Figure 1. Placed cells, one color a class.
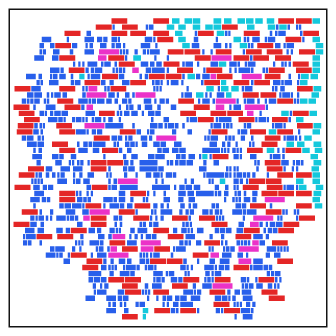
Figure 2. Clock network drawn from the DEF.
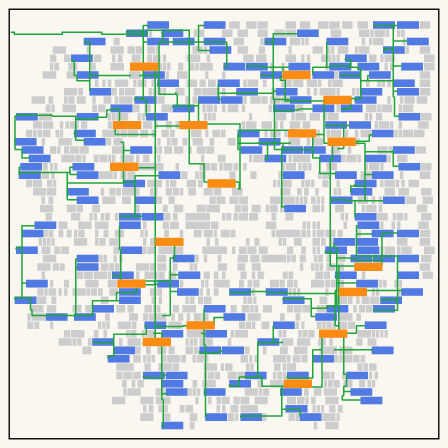
Figure 3. Routing congestion.
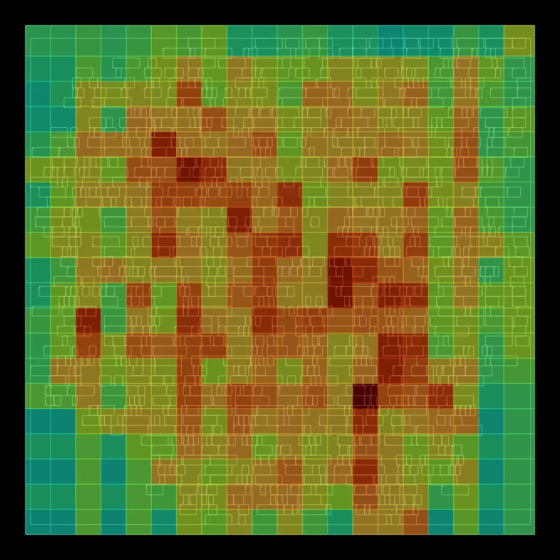
==> src/rtl/hazard_issue_scheduler.sv <==
// hazard_issue_scheduler
//
// Sits between the instruction source and Control and inserts NOP bubbles
// for read-after-write hazards, so programs no longer need hand-placed NOPs.
// A per-register scoreboard counts the cycles until each pending write is
// visible; an instruction whose source is still pending waits in a
// one-entry holding register while the canonical NOP is issued instead.
//
// Ports:
//   clk         single clock, rising edge
//   rst         synchronous, active-high reset
//   in_instr    candidate instruction from fetch/ROM
//   in_valid    in_instr is valid
//   in_ready    scheduler accepts in_instr this cycle (combinational)
//   out_instr   registered instruction to Control
//   out_valid   out_instr is a real accepted instruction
//   out_bubble  out_instr is a NOP inserted for a hazard
//   stall_count (only with SCHED_STALL_COUNT_EN) saturating bubble count
//
// Optional feature macro: SCHED_STALL_COUNT_EN adds the stall_count port.
module hazard_issue_scheduler #(
  parameter int ALU_LATENCY  = 3,
  parameter int LOAD_LATENCY = 3,
  parameter int CNT_W        = 3
) (
  input  logic        clk,
  input  logic        rst,
  input  logic [31:0] in_instr,
  input  logic        in_valid,
  output logic        in_ready,
  output logic [31:0] out_instr,
  output logic        out_valid,
  output logic        out_bubble
`ifdef SCHED_STALL_COUNT_EN
  ,
  output logic [15:0] stall_count
`endif
);

  localparam logic [31:0] NOP_INSTR = {6'b000100, 5'd0, 5'd0, 5'd0, 5'b01010, 6'b000000};
  localparam logic [5:0]  OP_R      = 6'b000100;
  localparam logic [5:0]  OP_LW     = 6'b000101;
  localparam logic [5:0]  OP_SW     = 6'b000110;
  localparam logic [CNT_W-1:0] ALU_LAT  = CNT_W'(ALU_LATENCY);
  localparam logic [CNT_W-1:0] LOAD_LAT = CNT_W'(LOAD_LATENCY);
  localparam logic [CNT_W-1:0] CNT_ONE  = CNT_W'(1);

  logic [31:0]      hold_instr_reg;
  logic             hold_valid_reg;
  logic [CNT_W-1:0] cnt [32];

  // Decode of the held instruction
  logic [5:0]       opcode;
  logic [4:0]       field_a;
  logic [4:0]       field_b;
  logic [4:0]       field_rd;
  logic [5:0]       funct;
  logic             use_a;
  logic             use_b;
  logic             has_dest;
  logic [4:0]       dest;
  logic [CNT_W-1:0] dest_lat;

  assign opcode   = hold_instr_reg[31:26];
  assign field_a  = hold_instr_reg[25:21];
  assign field_b  = hold_instr_reg[20:16];
  assign field_rd = hold_instr_reg[15:11];
  assign funct    = hold_instr_reg[5:0];

  always_comb begin
    use_a    = 1'b0;
    use_b    = 1'b0;
    has_dest = 1'b0;
    dest     = 5'd0;
    dest_lat = '0;
    case (opcode)
      OP_R: begin
        // funct 000000 is the NOP encoding: no sources, no destination
        if (funct != 6'b000000) begin
          use_a    = 1'b1;
          use_b    = 1'b1;
          has_dest = 1'b1;
          dest     = field_rd;
          dest_lat = ALU_LAT;
        end
      end
      OP_LW: begin
        use_b    = 1'b1;
        has_dest = 1'b1;
        dest     = field_a;
        dest_lat = LOAD_LAT;
      end
      OP_SW: begin
        use_a = 1'b1;
        use_b = 1'b1;
      end
      default: ;
    endcase
  end

  logic hazard;
  logic issue;
  logic accept;

  // Sources are checked against the scoreboard as it stands before this
  // instruction's own destination is marked, so lw $s0,0($s0) is not
  // blocked by itself.
  assign hazard   = hold_valid_reg &&
                    ((use_a && (cnt[field_a] != '0)) || (use_b && (cnt[field_b] != '0)));
  assign issue    = hold_valid_reg && !hazard;
  assign in_ready = !hold_valid_reg || issue;
  assign accept   = in_valid && in_ready;

  // Scoreboard: one down-counter per register, reg 0 included
  genvar gi;
  generate
    for (gi = 0; gi < 32; gi++) begin : g_cnt
      logic [CNT_W-1:0] cnt_reg;
      logic [CNT_W-1:0] cnt_dec;
      logic [CNT_W-1:0] cnt_next;

      assign cnt_dec = (cnt_reg != '0) ? (cnt_reg - CNT_ONE) : '0;

      always_comb begin
        cnt_next = cnt_dec;
        // A new write keeps whichever wait is longer (WAW reload)
        if (issue && has_dest && (dest == 5'(gi)))
          cnt_next = (cnt_dec > dest_lat) ? cnt_dec : dest_lat;
      end

      always_ff @(posedge clk) begin
        if (rst) cnt_reg <= '0;
        else     cnt_reg <= cnt_next;
      end

      assign cnt[gi] = cnt_reg;
    end
  endgenerate

  // Holding register and registered output
  always_ff @(posedge clk) begin
    if (rst) begin
      hold_instr_reg <= NOP_INSTR;
      hold_valid_reg <= 1'b0;
      out_instr      <= NOP_INSTR;
      out_valid      <= 1'b0;
      out_bubble     <= 1'b0;
    end else begin
      if (accept) begin
        hold_instr_reg <= in_instr;
        hold_valid_reg <= 1'b1;
      end else if (issue) begin
        hold_valid_reg <= 1'b0;
      end

      if (issue) begin
        out_instr  <= hold_instr_reg;
        out_valid  <= 1'b1;
        out_bubble <= 1'b0;
      end else begin
        out_instr  <= NOP_INSTR;
        out_valid  <= 1'b0;
        out_bubble <= hold_valid_reg;
      end
    end
  end

`ifdef SCHED_STALL_COUNT_EN
  // Counts edges that register a bubble; saturates rather than wrapping
  always_ff @(posedge clk) begin
    if (rst)
      stall_count <= 16'd0;
    else if (hold_valid_reg && !issue && (stall_count != 16'hFFFF))
      stall_count <= stall_count + 16'd1;
  end
`endif

endmodule

==> config.mk <==
export PLATFORM = sky130hd
export DESIGN_NAME = hazard_issue_scheduler
export DESIGN_NICKNAME = d
export VERILOG_FILES = /design/src/rtl/hazard_issue_scheduler.sv
export SDC_FILE = /design/constraint.sdc
export NUM_CORES = 1
export LEC_CHECK = 0
export CAP_MARGIN = 5
export CORE_UTILIZATION = 46
export DETAILED_ROUTE_END_ITERATION = 6
export PLACE_DENSITY = 0.65
export SETUP_SLACK_MARGIN = 0.3
export SYNTH_ARGS = -nofsm -noshare
export SYNTH_HDL_FRONTEND = slang
export SYNTH_SLANG_ARGS = --single-unit
==> constraint.sdc <==
create_clock -name clk -period 8.44 [get_ports clk]
set_clock_uncertainty 0.15 [all_clocks]
set_input_delay 2.11 -clock clk [delete_from_list [all_inputs] [get_ports clk]]
set_output_delay 2.11 -clock clk [all_outputs]
set_load 0.01 [all_outputs]
==> results.txt <==
Notes on the physical implementation.

- The capture point of the critical path was reported as in_ready.
- STA classifies the critical path startpoint as a flip-flop.
- The synthesis run shows the most used standard cells to be sky130_fd_sc_hd__nand2_1, sky130_fd_sc_hd__dfxtp_1, sky130_fd_sc_hd__nor2_1, sky130_fd_sc_hd__ha_1, sky130_fd_sc_hd__o21ai_0.
- The number of buffers added for setup after CTS is 0, for reference.
- The cell sitting at the root of the clock tree is a sky130_fd_sc_hd__clkbuf_16.
- The switching share of power is 30.44%, for reference.
- The sum of met2 wire segment lengths after detailed routing is 10.44 mm, for reference.
- The total of flip-flops plus latches after synthesis is 163, for reference.
- The aggregate routed wire length is 23.19 mm, for reference.
- The synthesis report names the predominant flop master as sky130_fd_sc_hd__dfxtp_1.
- The global-route wire length before repair is 37.65 mm, for reference.
- The relative slew slack is 34.34%, for reference.
- The diode insertion count for antenna repair is 0, for reference.
- The critical path class is reg2out, for reference.
- The total power per unit cell area is 187.3 nW/um2, for reference.
- The fraction of synthesized cell area in xor and xnor cells is 0%, for reference.
- The launching instance or port of the critical path is hold_instr_reg[22]$_SDFFE_PP0P_, for reference.
- The total negative slack is 0 ns, for reference.
- After synthesis, the mean cell area works out to 8.323 um2.
- The synthesized cell area is 8697 um2, for reference.
- The measured slew at the worst slew-check pin is 0.9850 ns, for reference.
- The portion of the clock cycle consumed by the worst path in the final layout is 70.24%, for reference.
- The synthesized design devotes to its leading area cell type 37.52% of total area.
- The maximum ir drop on the vdd rail is 0.1433 mV, for reference.
- Combinational logic is responsible for 16.6% of the overall power.
- The via count of the first global-routing pass is 7137, for reference.
- The port buffer count is 69, for reference.
- The final critical path time including I/O delays and setup is 5.928 ns, for reference.
- The number of antenna violations at the first check in global routing was 1.
- The met3 routed wirelength is 1.245 mm, for reference.
- The synthesis report lists the most area-consuming cells as sky130_fd_sc_hd__dfxtp_1, sky130_fd_sc_hd__ha_1, sky130_fd_sc_hd__nand2_1.
- The number of sinks driven by the clock tree is 163, for reference.
- The required arrival time at the worst endpoint is 6.18 ns, for reference.
- The die height is 139.5 um, for reference.
- The post-synth tally of flip-flops with integrated enable is 0, for reference.
- Counting the inverters off the clock network in the layout gives 42.
- The run finished with clean final reports.
- The total leakage power is 3.851 nW, for reference.
- After legalization and detailed placement, the total HPWL measured 15.83 mm.
- The die covers 19460 um2.
- The number of gates resized after cts is 0, for reference.
- The total clock buffers created by CTS is 17, for reference.
- The capture point of the worst reg-to-reg path is g_cnt[16].cnt_reg[1]$_SDFF_PP0_, for reference.
- When the netlist entered floorplanning its net count stood at 1144.
- Once iteration 0 of detailed routing completed, the report listed 647 DRC markers.
- The final tally of max-slew violations is 0, for reference.
- The adder-cell area share of the yosys netlist is 9.207%, for reference.
- Yosys reports the multiplexer fraction of the synthesized area as 6.100%.
- Per the detail_route report, the via count comes to 7719.
- STA on the placed design reports a worst setup slack of 3.057 ns.
- The net switching component of the power is 0.5740 mW, for reference.
- The area overhead of the layout relative to synthesis is 15.74%, for reference.
- Per the area breakdown, the dominant cell category is combinational gates.
- The CTS tree is done, for reference.
- Of all the cell area in the finished design, non-clock buffers hold 7.259%.
- The reg-to-reg startpoint is hold_instr_reg[22]$_SDFFE_PP0P_, for reference.
- The highest signal layer in the routed design is met5, for reference.
- The detail route stage leaves a number of antenna-violating nets equal to 0.
- The number of detailed-route iterations in the first pass is 5, for reference.
- In the synthesized netlist, the number of instances is 1045.
- The routed metal-1 wirelength is 10.89 mm, for reference.
- Setup repair after global routing left no endpoint under its margin.
- The number of endpoints failing setup at the final stage is 0, for reference.
- Yosys reports a chip area of 8697 um2.
- The number of standard cells reported by yosys is 1045, for reference.
- In the Yosys stats the netlist draws on 55 distinct library cells.
- The number of cells after detailed placement is 1304, for reference.
- In this build the clock could be raised as far as 168.7 MHz.
- Data arrives at the worst endpoint at 3.67 ns.
- The clock tree cell share of total cell area is 5.867%, for reference.
- The count of plain and timing-repair buffers in the layout is 75, for reference.
- Of the total standard cell area in the layout, the multi-input combinational portion is 50.04%.
- After layout, the clock buffer instance count stands at 17.
- Cells with a size suffix above 1 make up 6.143% of the layout.
- After synthesis, the share of flip-flops with an asynchronous set or reset is 0%.
- The share of the core area taken by cells at floorplan is 47.60%.
- The number of cells on the worst reg-to-reg path is 8.
- After the last flow step, the layout net total stands at 1193.
- The worst setup path is captured at an output pin.
- The largest net degree at the start of global routing is 72, for reference.
- The filler cells instantiated in the layout total 1716.
- In the post-route analysis, the smallest setup slack over all paths is 2.512 ns.
- The largest non-sequential cell family by area is simple AND/OR/NAND/NOR gates, for reference.
- 70 I/O pins were placed.
- Summing the sequential cell areas from Yosys gives 37.52% of the chip area.
- The level count of the clock H-tree is 4, for reference.
- For reference, compound AND-OR and OR-AND cells occupy 17.05% of the area reported after synthesis.
- The count of unresolved DRC violations after routing is 0, for reference.
- The cell-mix breakdown from Yosys lists the simple-gate area share as 25.36%.
- By instance count after routing, the leading logic cell types are sky130_fd_sc_hd__nand2_1, sky130_fd_sc_hd__dfxtp_1, sky130_fd_sc_hd__nor2_1.
- The hold buffer count at cts is 0, for reference.
- The register with the most flip-flops in the layout has 96 of them.
- The congestion estimate from routability-driven global placement came to 0.9208.
- STA reports the tightest min-delay check as being of type reg2reg.
- The worst reg-to-reg setup slack is 4.82 ns, for reference.
- The number of sequential cells reported for the layout is 163.
- According to the tapcell log, the count of inserted taps is 229.
- The finished layout holds 1336 standard cells, fillers aside.
- The OpenROAD warning count is 26, for reference.
- The clock passes through at most 2 buffers.
- The per-cell via count in the routed design is 5.778, for reference.
- For this run, combinational gates with multiple inputs come to 795.
- According to the floorplan report, the placeable core area is 18270 um2.
- The clock-pin slew reported for the worst setup and hold paths after clock tree synthesis is 0.07 ns, for reference.
- Per the timing report, the biggest fanout along the worst path comes to 22.
- The yosys warning tally is 0, for reference.
- The run reported a max-capacitance violation count of 0.
- The cell taking the most area after synthesis is sky130_fd_sc_hd__dfxtp_1, for reference.
- The multi-input logic area is 5037 um2, for reference.
- Hold-check failures listed in the final report amount to 0.
- The total power is 1.886 mW, for reference.
- Across all hold checks on the routed design, the worst slack comes to 0.2730 ns.
- In the power breakdown, the internal column shows 1.312 mW.
- The post-placement cell area is 9475 um2, for reference.
- The most common logic cell in the final layout is sky130_fd_sc_hd__nand2_1.
- The x dimension of the die is 139.5 um, for reference.
- The area of all sequential standard cells is 3263 um2, for reference.
- sky130_fd_sc_hd__nand2_1 is the most common cell in the netlist.
- Looking at the power breakdown, sequential logic takes 42.8% of the total.
- The total congestion overflow after global routing is 0, for reference.
About Figure 1:
| color | class | cells | share of their area |
|---|---|---|---|
| blue | all other logic | 837 | 53% |
| red | flops | 163 | 33% |
| magenta | clock drivers and dummy loads | 32 | 6.0% |
| cyan | other buffers and delay cells | 75 | 7.5% |
Core Util, Final: 55.10%
final standard cell area without fillers: 10070 um2
FP Rows: 49
Seq/total area: 32.42%

About Figure 2:
[blue] flip-flops | count: 163
[green] clock wires | length: 2010 um
[orange] cells driving clock nets | count: 17
flops lie: spread over the die
insertion delay to the later sink of the worst-skew pair: 0.44 ns
power in the clock group: 0.765 mW
clock network fraction of total power: 40.6%

About Figure 3:
GRT busiest layer: met2
GR Util met1: 32.59%
met3 Use GR: 4.714%
GRT Total Usage: 24.72%
post-DR wirelength/cell: 17.35 um

## per-layer routing
metal	global-route usage (%)	vias up
met5	0	-
met4	10.53	2
met3	4.714	53
met2	39.46	215
met1	32.59	3616
li1	-	3833
## worst min path at each step
stage                     slack, ns                       startpoint                  endpoint  cells past startpoint
after global routing           0.29  hold_instr_reg[10]$_SDFFE_PP0P_  out_instr[10]$_SDFF_PP0_                      2
final                          0.27  hold_instr_reg[10]$_SDFFE_PP0P_  out_instr[10]$_SDFF_PP0_                      2
after detailed placement       0.27  hold_instr_reg[10]$_SDFFE_PP0P_  out_instr[10]$_SDFF_PP0_                      2
after global placement         0.27  hold_instr_reg[10]$_SDFFE_PP0P_  out_instr[10]$_SDFF_PP0_                      2
after CTS                      0.27  hold_instr_reg[10]$_SDFFE_PP0P_  out_instr[10]$_SDFF_PP0_                      2
after floorplan                0.26  hold_instr_reg[10]$_SDFFE_PP0P_  out_instr[10]$_SDFF_PP0_                      2
## power groups by stage
stage	registers [mW]	logic [mW]	clock network (mW)
after global placement	0.825	0.301	0
after floorplan	0.813	0.230	0
after global routing	0.810	0.357	0.816
after detailed placement	0.825	0.311	0
after CTS	0.808	0.313	0.780
final	0.808	0.313	0.765
## worst max-delay path: stages (launching register included)
cell	delay [ns]
sky130_fd_sc_hd__dfxtp_1	0.88
sky130_fd_sc_hd__inv_1	0.33
sky130_fd_sc_hd__mux4_2	0.35
sky130_fd_sc_hd__a41o_1	0.26
sky130_fd_sc_hd__a31oi_1	0.21
sky130_fd_sc_hd__nand4_1	0.24
sky130_fd_sc_hd__a21oi_1	0.38
sky130_fd_sc_hd__inv_1	0.08
sky130_fd_sc_hd__clkdlybuf4s50_1	0.48
Power figures rest on the tool's default switching activity, not on a simulated workload.
